`config.mk`:
```
export PLATFORM = sky130hd
export DESIGN_NAME = usbdev_aon_suspend_seq
export DESIGN_NICKNAME = d
export VERILOG_FILES = /design/src/rtl/usbdev_aon_suspend_seq.sv
export SDC_FILE = /design/constraint.sdc
export NUM_CORES = 1
export LEC_CHECK = 0
export ABC_CLOCK_PERIOD_IN_PS = 4400
export CORE_ASPECT_RATIO = 0.9
export CORE_UTILIZATION = 49
export CTS_BUF_LIST = sky130_fd_sc_hd__clkbuf_4
export CTS_CLUSTER_DIAMETER = 60
export DETAILED_ROUTE_END_ITERATION = 8
export GPL_TIMING_DRIVEN = 0
export PLACE_DENSITY = 0.75
export SLEW_MARGIN = 20
export SYNTH_ARGS = -nofsm -noshare
export SYNTH_HDL_FRONTEND = slang
export SYNTH_SLANG_ARGS = --single-unit
```
`constraint.sdc`:
```
create_clock -name clk_aon_i -period 4.4 [get_ports clk_aon_i]
set_input_delay 1.32 -clock clk_aon_i [delete_from_list [all_inputs] [get_ports clk_aon_i]]
set_output_delay 1.32 -clock clk_aon_i [all_outputs]
set_load 0.02 [all_outputs]
```
`src/rtl/usbdev_aon_suspend_seq.sv`:
```
// usbdev_aon_suspend_seq
//
// Always-on sequencer for the suspend/resume handshake between the USB IP and
// the AON wake detector. A level request from software is turned into a
// checked hand-off: suspend_req to the detector, confirmation through
// wake_detect_active, and later a release through wake_ack. A detector wake
// request latches its cause and raises a power-manager wakeup that is held
// until software acknowledges the resume. Every wait on the detector is
// bounded so a stuck detector cannot hang the AON domain.
//
// Ports:
//   clk_aon_i                 AON clock
//   rst_aon_ni                AON reset, asynchronous, active-low
//   sw_suspend_req_aon_i      software suspend request (level, synchronized)
//   sw_wake_ack_aon_i         software resume acknowledge (level, synchronized)
//   wake_detect_active_aon_i  detector is monitoring the bus
//   wake_req_aon_i            detector wake request
//   bus_not_idle_aon_i        detector event: bus activity
//   bus_reset_aon_i           detector event: bus reset
//   sense_lost_aon_i          detector event: VBUS sense lost
//   suspend_req_aon_o         suspend request to the detector
//   wake_ack_aon_o            wake acknowledge to the detector
//   pwr_wakeup_o              wakeup request to the power manager
//   wake_cause_aon_o          latched {sense_lost, bus_reset, bus_not_idle}
//   timeout_err_aon_o         sticky handoff-timeout flag
//   state_aon_o               FSM state, for debug

module usbdev_aon_suspend_seq #(
    parameter int unsigned HandoffTimeout = 64,
    parameter int unsigned ReleaseHold    = 4
) (
    input  logic       clk_aon_i,
    input  logic       rst_aon_ni,
    input  logic       sw_suspend_req_aon_i,
    input  logic       sw_wake_ack_aon_i,
    input  logic       wake_detect_active_aon_i,
    input  logic       wake_req_aon_i,
    input  logic       bus_not_idle_aon_i,
    input  logic       bus_reset_aon_i,
    input  logic       sense_lost_aon_i,
    output logic       suspend_req_aon_o,
    output logic       wake_ack_aon_o,
    output logic       pwr_wakeup_o,
    output logic [2:0] wake_cause_aon_o,
    output logic       timeout_err_aon_o,
    output logic [2:0] state_aon_o
);

    typedef enum logic [2:0] {
        IDLE    = 3'd0,
        ARM     = 3'd1,
        ACTIVE  = 3'd2,
        WAKING  = 3'd3,
        ACK     = 3'd4,
        RELEASE = 3'd5
    } state_e;

    localparam int unsigned CntMax   = (HandoffTimeout > ReleaseHold) ? HandoffTimeout : ReleaseHold;
    localparam int unsigned CntWidth = $clog2(CntMax + 1);
    localparam logic [CntWidth-1:0] CntSat      = CntWidth'(CntMax);
    localparam logic [CntWidth-1:0] HandoffLast = CntWidth'(HandoffTimeout - 1);
    localparam logic [CntWidth-1:0] ReleaseLast = CntWidth'(ReleaseHold - 1);

    state_e              state_q, state_d;
    logic [CntWidth-1:0] cnt_q;
    logic                timeout_set;
    logic [2:0]          cause_q, cause_d;
    logic [2:0]          events;
    logic                suspend_req_q, wake_ack_q, pwr_wakeup_q, timeout_err_q;

    assign events = {sense_lost_aon_i, bus_reset_aon_i, bus_not_idle_aon_i};

    // Next-state and wake-cause logic. Cause is cleared on every entry into ARM
    // so each suspend episode reports only its own wake events.
    always_comb begin
        state_d     = state_q;
        cause_d     = cause_q;
        timeout_set = 1'b0;
        case (state_q)
            IDLE: begin
                // Do not arm while the detector still looks active from before.
                if (sw_suspend_req_aon_i && !wake_detect_active_aon_i) begin
                    state_d = ARM;
                end
            end
            ARM: begin
                if (wake_detect_active_aon_i) begin
                    state_d = ACTIVE;
                end else if (!sw_suspend_req_aon_i) begin
                    // Abort: the detector may already have latched the request,
                    // so release it through the normal ack path.
                    state_d = ACK;
                end else if (cnt_q == HandoffLast) begin
                    timeout_set = 1'b1;
                    state_d     = IDLE;
                end
            end
            ACTIVE: begin
                // A wake request wins over a simultaneous software resume.
                if (wake_req_aon_i) begin
                    state_d = WAKING;
                    cause_d = events;
                end else if (!sw_suspend_req_aon_i) begin
                    state_d = ACK;
                    cause_d = 3'b000;
                end
            end
            WAKING: begin
                // Power-up latency is unbounded, so there is no timeout here.
                cause_d = cause_q | events;
                if (sw_wake_ack_aon_i) begin
                    state_d = ACK;
                end
            end
            ACK: begin
                if (!wake_detect_active_aon_i) begin
                    state_d = RELEASE;
                end else if (cnt_q == HandoffLast) begin
                    timeout_set = 1'b1;
                    state_d     = RELEASE;
                end
            end
            RELEASE: begin
                // Hold off re-arming until software has dropped a stale request.
                if ((cnt_q >= ReleaseLast) && !sw_suspend_req_aon_i) begin
                    state_d = IDLE;
                end
            end
            default: begin
                state_d = IDLE;
            end
        endcase
        if ((state_d == ARM) && (state_q != ARM)) begin
            cause_d = 3'b000;
        end
    end

    // State register and the dwell counter; the counter restarts on every
    // state change and saturates instead of wrapping.
    always_ff @(posedge clk_aon_i or negedge rst_aon_ni) begin
        if (!rst_aon_ni) begin
            state_q <= IDLE;
            cnt_q   <= '0;
        end else begin
            state_q <= state_d;
            if (state_d != state_q) begin
                cnt_q <= '0;
            end else if (cnt_q != CntSat) begin
                cnt_q <= cnt_q + CntWidth'(1);
            end
        end
    end

    // Output flops are loaded from the next state so they line up with the
    // state register without any combinational decode on the outputs.
    always_ff @(posedge clk_aon_i or negedge rst_aon_ni) begin
        if (!rst_aon_ni) begin
            suspend_req_q <= 1'b0;
            wake_ack_q    <= 1'b0;
            pwr_wakeup_q  <= 1'b0;
            cause_q       <= 3'b000;
            timeout_err_q <= 1'b0;
        end else begin
            suspend_req_q <= (state_d == ARM);
            wake_ack_q    <= (state_d == ACK);
            pwr_wakeup_q  <= (state_d == WAKING);
            cause_q       <= cause_d;
            timeout_err_q <= timeout_err_q | timeout_set;
        end
    end

    assign suspend_req_aon_o = suspend_req_q;
    assign wake_ack_aon_o    = wake_ack_q;
    assign pwr_wakeup_o      = pwr_wakeup_q;
    assign wake_cause_aon_o  = cause_q;
    assign timeout_err_aon_o = timeout_err_q;
    assign state_aon_o       = state_q;

    // Handshake sanity properties.
    a_req_ack_exclusive: assert property (@(posedge clk_aon_i) disable iff (!rst_aon_ni)
        !(suspend_req_aon_o && wake_ack_aon_o));
    a_wakeup_in_waking: assert property (@(posedge clk_aon_i) disable iff (!rst_aon_ni)
        pwr_wakeup_o |-> (state_q == WAKING));
    a_outputs_known: assert property (@(posedge clk_aon_i) disable iff (!rst_aon_ni)
        !$isunknown({suspend_req_aon_o, wake_ack_aon_o, pwr_wakeup_o,
                     wake_cause_aon_o, timeout_err_aon_o, state_aon_o}));

endmodule

```
### Placement density heat map, run 1

The bar under the picture is 20 µm long. The die is cut into 10 by 9 equal tiles; black is low, pale yellow is high, 0 to 100% covered.
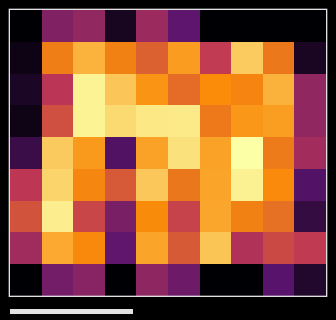
- mean over tiles: 54%
- tiles over 75% full: 31%
- nearly empty tiles: 10%
- fullest tile: 100%
- densest ninth of the die: middle

### Placement by cell class, run 1

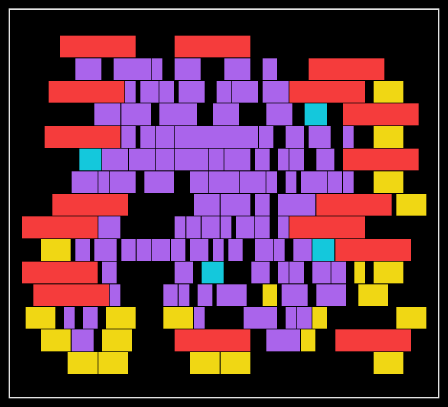
- all other logic: purple (cells 94; share of their area 49%)
- clock drivers and dummy loads: cyan (cells 4; share of their area 2.3%)
- flops: red (cells 17; share of their area 33%)
- other buffers and delay cells: yellow (cells 22; share of their area 15%)

==> run notes, run 1 <==
Main metrics from the flow reports.

The capture point of the worst register-to-register path is recorded as cnt_q[6]. The mean area per synthesized cell is 9.40 µm². The maximum clock rate is 350 MHz. The gate-level netlist out of Yosys references 34 unique cell types. The dominant logic cell type in the layout is sky130_fd_sc_hd__clkdlybuf4s50_1. The switching portion of total power comes to 0.453.

The global routing usage on met2 came out at 0.397. The worst setup path is captured at a flip-flop. The worst-case clock buffer depth came out at 2. The cell leakage power came out at 0.574 nW. For the worst-skew pair, the clock arrives at the later sink with an insertion delay of 0.30 ns. The clock network area share came out at 0.0227.

At floorplan, the net count of the design was reported as 126. Per the hold report, the tightest min-delay path originates at timeout_err_aon_o. The number of max-slew violations in the final report is 0. The global routing report lists combined usage of all routing layers as 0.248. In the synthesized netlist, the number of instances is 115.

The number of clock sinks came out at 17. The multi-input combinational cell area is 614 µm². After synthesis the netlist holds a flip-flop and latch count of 17. The number of clock buffers inserted by TritonCTS is 3. The clock-net power came out at 90.7 µW. The final-layout clock buffer total came out at 4. The number of global-route vias before repair is 923. The normalized max-slew margin is 0.505. The flow ran to the end, and the final reports show no timing, DRC or antenna violations. The sort of element at the start of the critical path is an input port.

The required time of the worst setup path came out at 4.60 ns. The sequential share of power came out at 0.303. The number of vias after detailed routing came out at 1,009. The maximum number of pins on one net before global-route repair came out at 18.
### PDN straps and rails, run 1

The bar under the picture is 20 µm long. Pins as bars on the die edge.
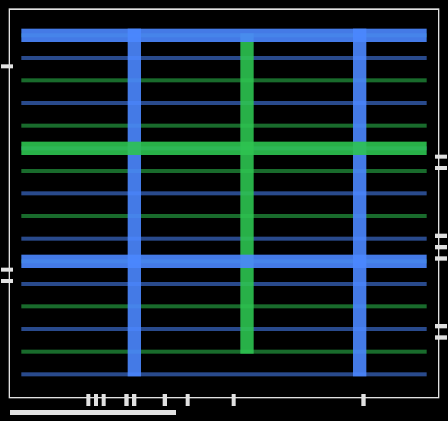
- VSS: blue
- VDD: green
- signal pins: 19
- met4 straps: 3
- rows: 15
- met5 straps: 3
- met1 rails: 16

[run 1: how the worst max path moves through the flow]
stage | start | to | slack, ns | cells after the start
global route | wake_req_aon_i | cnt_q[6] | 1.41 | 5
global placement | wake_req_aon_i | cnt_q[3] | 1.30 | 5
finish | wake_req_aon_i | cnt_q[6] | 1.55 | 5
detailed placement | wake_req_aon_i | cnt_q[6] | 1.22 | 5
CTS | wake_req_aon_i | cnt_q[6] | 1.56 | 5
floorplan | sw_wake_ack_aon_i | cnt_q[0] | 2.01 | 4
[run 1: state kept, by name, summed over array words and instances, names as in the netlist]
signal             count
cnt_q                  7
pwr_wakeup_o           1
state_aon_o            3
suspend_req_aon_o      1
timeout_err_aon_o      1
wake_ack_aon_o         1
wake_cause_aon_o       3
==> inputs of run 2 (changes only) <==
--- a/config.mk
+++ b/config.mk
@@ -5,14 +5,14 @@
 export SDC_FILE = /design/constraint.sdc
 export NUM_CORES = 1
 export LEC_CHECK = 0
-export ABC_CLOCK_PERIOD_IN_PS = 4400
+export ABC_CLOCK_PERIOD_IN_PS = 2600
 export CORE_ASPECT_RATIO = 0.9
 export CORE_UTILIZATION = 49
 export CTS_BUF_LIST = sky130_fd_sc_hd__clkbuf_4
 export CTS_CLUSTER_DIAMETER = 60
 export DETAILED_ROUTE_END_ITERATION = 8
 export GPL_TIMING_DRIVEN = 0
-export PLACE_DENSITY = 0.75
+export PLACE_DENSITY = 0.78
 export SLEW_MARGIN = 20
 export SYNTH_ARGS = -nofsm -noshare
 export SYNTH_HDL_FRONTEND = slang
==> constraint.sdc (replaced) <==
create_clock -name clk_aon_i -period 2.6 [get_ports clk_aon_i]
set_input_delay 0.78 -clock clk_aon_i [delete_from_list [all_inputs] [get_ports clk_aon_i]]
set_output_delay 0.78 -clock clk_aon_i [all_outputs]
set_load 0.02 [all_outputs]
### Routing congestion, run 2

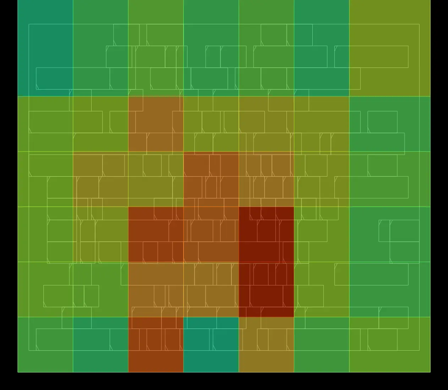
Final Util: 0.665
met3 track demand over resource in global routing: 0.0792

### Placement density heat map, run 2

The bar under the picture is 20 µm long. The die is cut into 10 by 9 equal tiles; black is low, pale yellow is high, 0 to 100% covered.
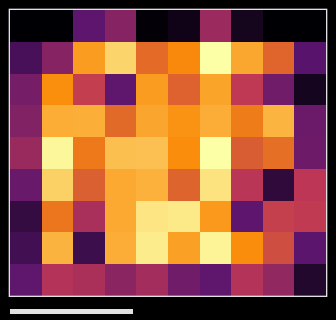
- tiles over 75% full: 36%
- nearly empty tiles: 5.6%
- fullest tile: 100%

==> run 2 against run 1 <==
  * Worst hold slack better by 0.0061 ns
  * Routed wire length is 0.83% higher
  * Final cell count stayed put
  * Critical path depth stayed put
  * Via count is 1.1% lower
  * Synthesized cell count stayed put
  * Flip-flop count stayed put
  * Area after synthesis stayed put
  * Die area stayed put
  * Setup slack worse by 1.3 ns
  * First-iteration DRC count is 41% lower
  * Critical endpoint is now cnt_q[1]
  * Critical path type unchanged
  * Register-to-register slack worse by 1.8 ns
==> run notes, run 2 <==
Main metrics from the flow reports.

The flow ran to the end, and the final reports show no timing, DRC or antenna violations. The clock network latency to the later pin of the worst-skew pair is 0.29 ns (about the same). Counting flops per register, the top entry is cnt_q. STA classifies the critical path endpoint as a flip-flop. The cell leakage power came to 0.574 nW (unchanged).

The normalized max-slew margin came out at 0.480 (-0.0252). The count of unique library cells instantiated by Yosys came out at 34 (unchanged). By instance count after routing, the leading logic cell type is sky130_fd_sc_hd__clkdlybuf4s50_1. The number of max-slew violations in the final report is 0 (unchanged). For this run, asynchronously set or reset flops after synthesis account for 1.00.

The required time of the worst setup path is 2.79 ns (-1.81 ns). The net count after synthesis is 126 (unchanged). The maximum clock rate came out at 426 MHz. The instance count after placement with tap cells included came out at 158. The sequential share of power came to 0.302 (about the same). The switching part of the total came out at 0.452 (about the same). The origin of the worst setup path is wake_req_aon_i. The flip-flop count of the largest register, all copies and words added is 7 (unchanged). The starting DRC count in detailed routing is 27. The number of clock buffers inserted by TritonCTS is 3 (unchanged).

The termination of the worst setup path is cnt_q[1]. The worst-case clock buffer depth is 2 (unchanged). The multi-input combinational cell area came out at 614 µm² (unchanged). The number of vias after detailed routing is 998 (-1.1%).

The count of cell instances traversed by the critical path is 5 (unchanged). The worst register-to-register path ends at cnt_q[1]. The final-layout clock buffer total came out at 4 (unchanged). The all-layer global routing usage is 0.245 (-0.00250).

The clock-net power is 151 µW (+66%). The clock network area share came out at 0.0227 (unchanged). The total of flip-flops plus latches after synthesis is 17 (unchanged). Counting the warning lines in the Yosys log gives 0.

The maximum number of pins on one net before global-route repair came out at 18 (unchanged). The number of global-route vias before repair came out at 894 (-3.1%). The worst setup path is launched from an input port.
run 2: worst min path at each step:
stage | start | endpoint | cells past startpoint
2_1_floorplan | rst_aon_ni | cnt_q[0] | 0
3_3_place_gp | timeout_err_aon_o | timeout_err_aon_o | 2
3_5_place_dp | timeout_err_aon_o | timeout_err_aon_o | 2
4_1_cts | timeout_err_aon_o | timeout_err_aon_o | 2
5_1_grt | timeout_err_aon_o | timeout_err_aon_o | 2
6_report | timeout_err_aon_o | timeout_err_aon_o | 2
run 2: layer usage:
layer	wire length, µm	part of all wire	global-route usage
met1	1160	0.45	0.328
met2	1190	0.47	0.371
met3	163	0.064	0.0792
met4	42	0.016	0.0919
met5	0	0	0
==> inputs of run 3 (changes only) <==
--- a/config.mk
+++ b/config.mk
@@ -13,6 +13,7 @@
 export DETAILED_ROUTE_END_ITERATION = 8
 export GPL_TIMING_DRIVEN = 0
 export PLACE_DENSITY = 0.78
+export REMOVE_ABC_BUFFERS = 1
 export SLEW_MARGIN = 20
 export SYNTH_ARGS = -nofsm -noshare
 export SYNTH_HDL_FRONTEND = slang
### PDN straps and rails, run 3

The bar under the picture is 20 µm long. Pins as bars on the die edge.
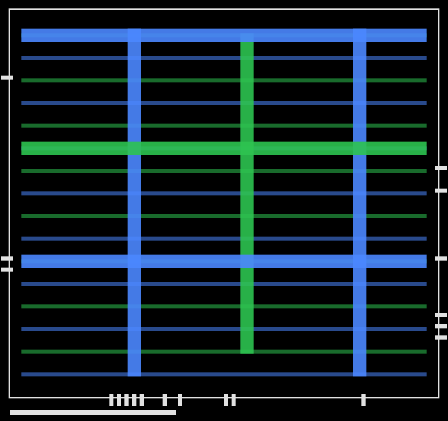
- VSS: blue
- VDD: green
- met4 straps: 3
- rows: 15
- signal pins: 19
- met5 straps: 3

### I/O nets highlighted, run 3

The bar under the picture is 20 µm long.
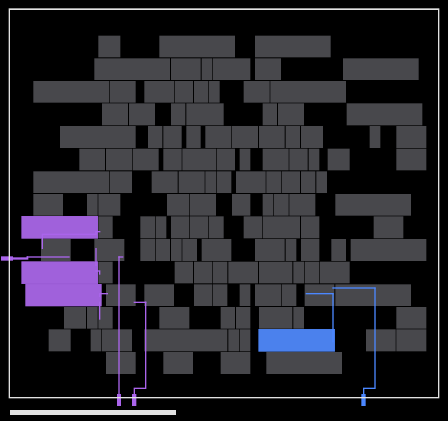
- pwr_wakeup_o: blue (direction output; edge bottom; end cells 1; buffers 1; wire 28.2 µm)
- wake_cause_aon_o: purple (direction output; edge 2 bottom, 1 left; end cells 3; buffers 3; wire 52.7 µm)

==> run 3 against run 2 <==
  * Die area is the same
  * Non-clock buffer count shrank 4
  * Utilization down 0.94 points
  * Area after synthesis unchanged
  * Critical path depth fell by 4
  * Critical path type is now reg -> out
  * Critical endpoint is now state_aon_o[1]
  * Largest cell class unchanged
  * Highest routed layer unchanged
==> run notes, run 3 <==
Main metrics from the flow reports.

The normalized max-slew margin came to 0.519 (+0.0389). The flip-flop count of the largest register, all copies and words added is 7 (unchanged). The global routing stage identified its most utilized layer as met2. The clock-net power came out at 147 µW (-3%). The final-layout clock buffer total was 4 (unchanged). The total number of multi-input combinational cells came out at 88.

The cell leakage power is 0.560 nW (-2.6%). The multi-input combinational cell area came to 614 µm² (unchanged). The highest metal layer carrying signal wires in the routed design is met4.

The inserted tap cell count is 25. The required time of the worst setup path is 1.82 ns (-0.97 ns). Yosys attributes the largest share of cell area to sky130_fd_sc_hd__dfrtp_1, sky130_fd_sc_hd__a311oi_1, sky130_fd_sc_hd__a21oi_1. The number of max-slew violations in the final report came out at 0 (unchanged).

The count of unique library cells instantiated by Yosys is 34 (unchanged). STA classifies the critical path endpoint as an output port. The count of cell instances traversed by the critical path is 1 (-4).

The amount of wire on met2 after detailed routing came to 1.10 mm (-7.5%). The total of flip-flops plus latches after synthesis came out at 17 (unchanged). The number of global-route vias before repair is 895 (+0.11%). The clock network area share is 0.0230 (+0.000327). The instance count after placement with tap cells included was 154 (-2.5%). The worst-case clock buffer depth came out at 2 (unchanged). Among all cell classes, the greatest summed area belongs to combinational gates.

The global routing usage on met2 came to 0.371 (unchanged). The number of hold violations in the final report came out at 0. The async set or reset register ratio after synthesis is 1.00 (unchanged). The sequential share of power is 0.368 (+0.066).

The number of antenna-violating nets in the routed design came out at 0. The maximum number of pins on one net before global-route repair is 20 (+2). The report shows a maximum critical-path fanout of 17. The residual overflow from global routing came out at 0. The maximum clock rate is 405 MHz (-5.1%). The routed wire length on met3 came out at 119 µm (-27%). The run finished with clean final reports.

The number of vias after detailed routing was 1,011 (+1.3%). The tally of yosys warning messages came out at 0 (unchanged). In the layout the commonest cells are sky130_fd_sc_hd__clkdlybuf4s50_1, sky130_fd_sc_hd__dfrtp_1, sky130_fd_sc_hd__a21oi_1. The register with the most flip-flops is cnt_q.

The hold-critical path depth came out at 2 (unchanged). The switching part of the total is 0.446 (-0.00598). The dominant logic cell type in the layout is sky130_fd_sc_hd__clkdlybuf4s50_1. The length of routed wiring on met1 is 1.09 mm (-6.4%). The routing usage on met3 came out at 0.0594 (-0.0198).

The global routing usage on met1 came out at 0.306 (-0.0221). The clock network latency to the later pin of the worst-skew pair is 0.29 ns (about the same). The starting DRC count in detailed routing is 24 (-11%).

The yosys stat chip area is 1080 µm².
==> run 3: cell counts after synthesis <==
No cell type changed its count.
==> run 3: path summary, 6_finish.rpt <==
kind | to | startpoint
hold reg to reg | timeout_err_aon_o | timeout_err_aon_o
hold / removal | timeout_err_aon_o | timeout_err_aon_o
min in group asynchronous | pwr_wakeup_o | rst_aon_ni
setup reg to reg | cnt_q[5] | state_aon_o[1]
setup / recovery | state_aon_o[1] | state_aon_o[1]
max in group asynchronous | cnt_q[3] | rst_aon_ni
==> run 3: logic make-up (layout without fill, tap and decap cells) <==
family,after synthesis,in the layout
AND/OR/NAND/NOR,42,42
AND-OR/OR-AND,36,36
flip-flops,17,17
buffers and inverters,10,28
XOR/XNOR,5,5
multiplexers,3,3
adder cells (fa/ha/maj),2,2
Power figures rest on the tool's default switching activity, not on a simulated workload.
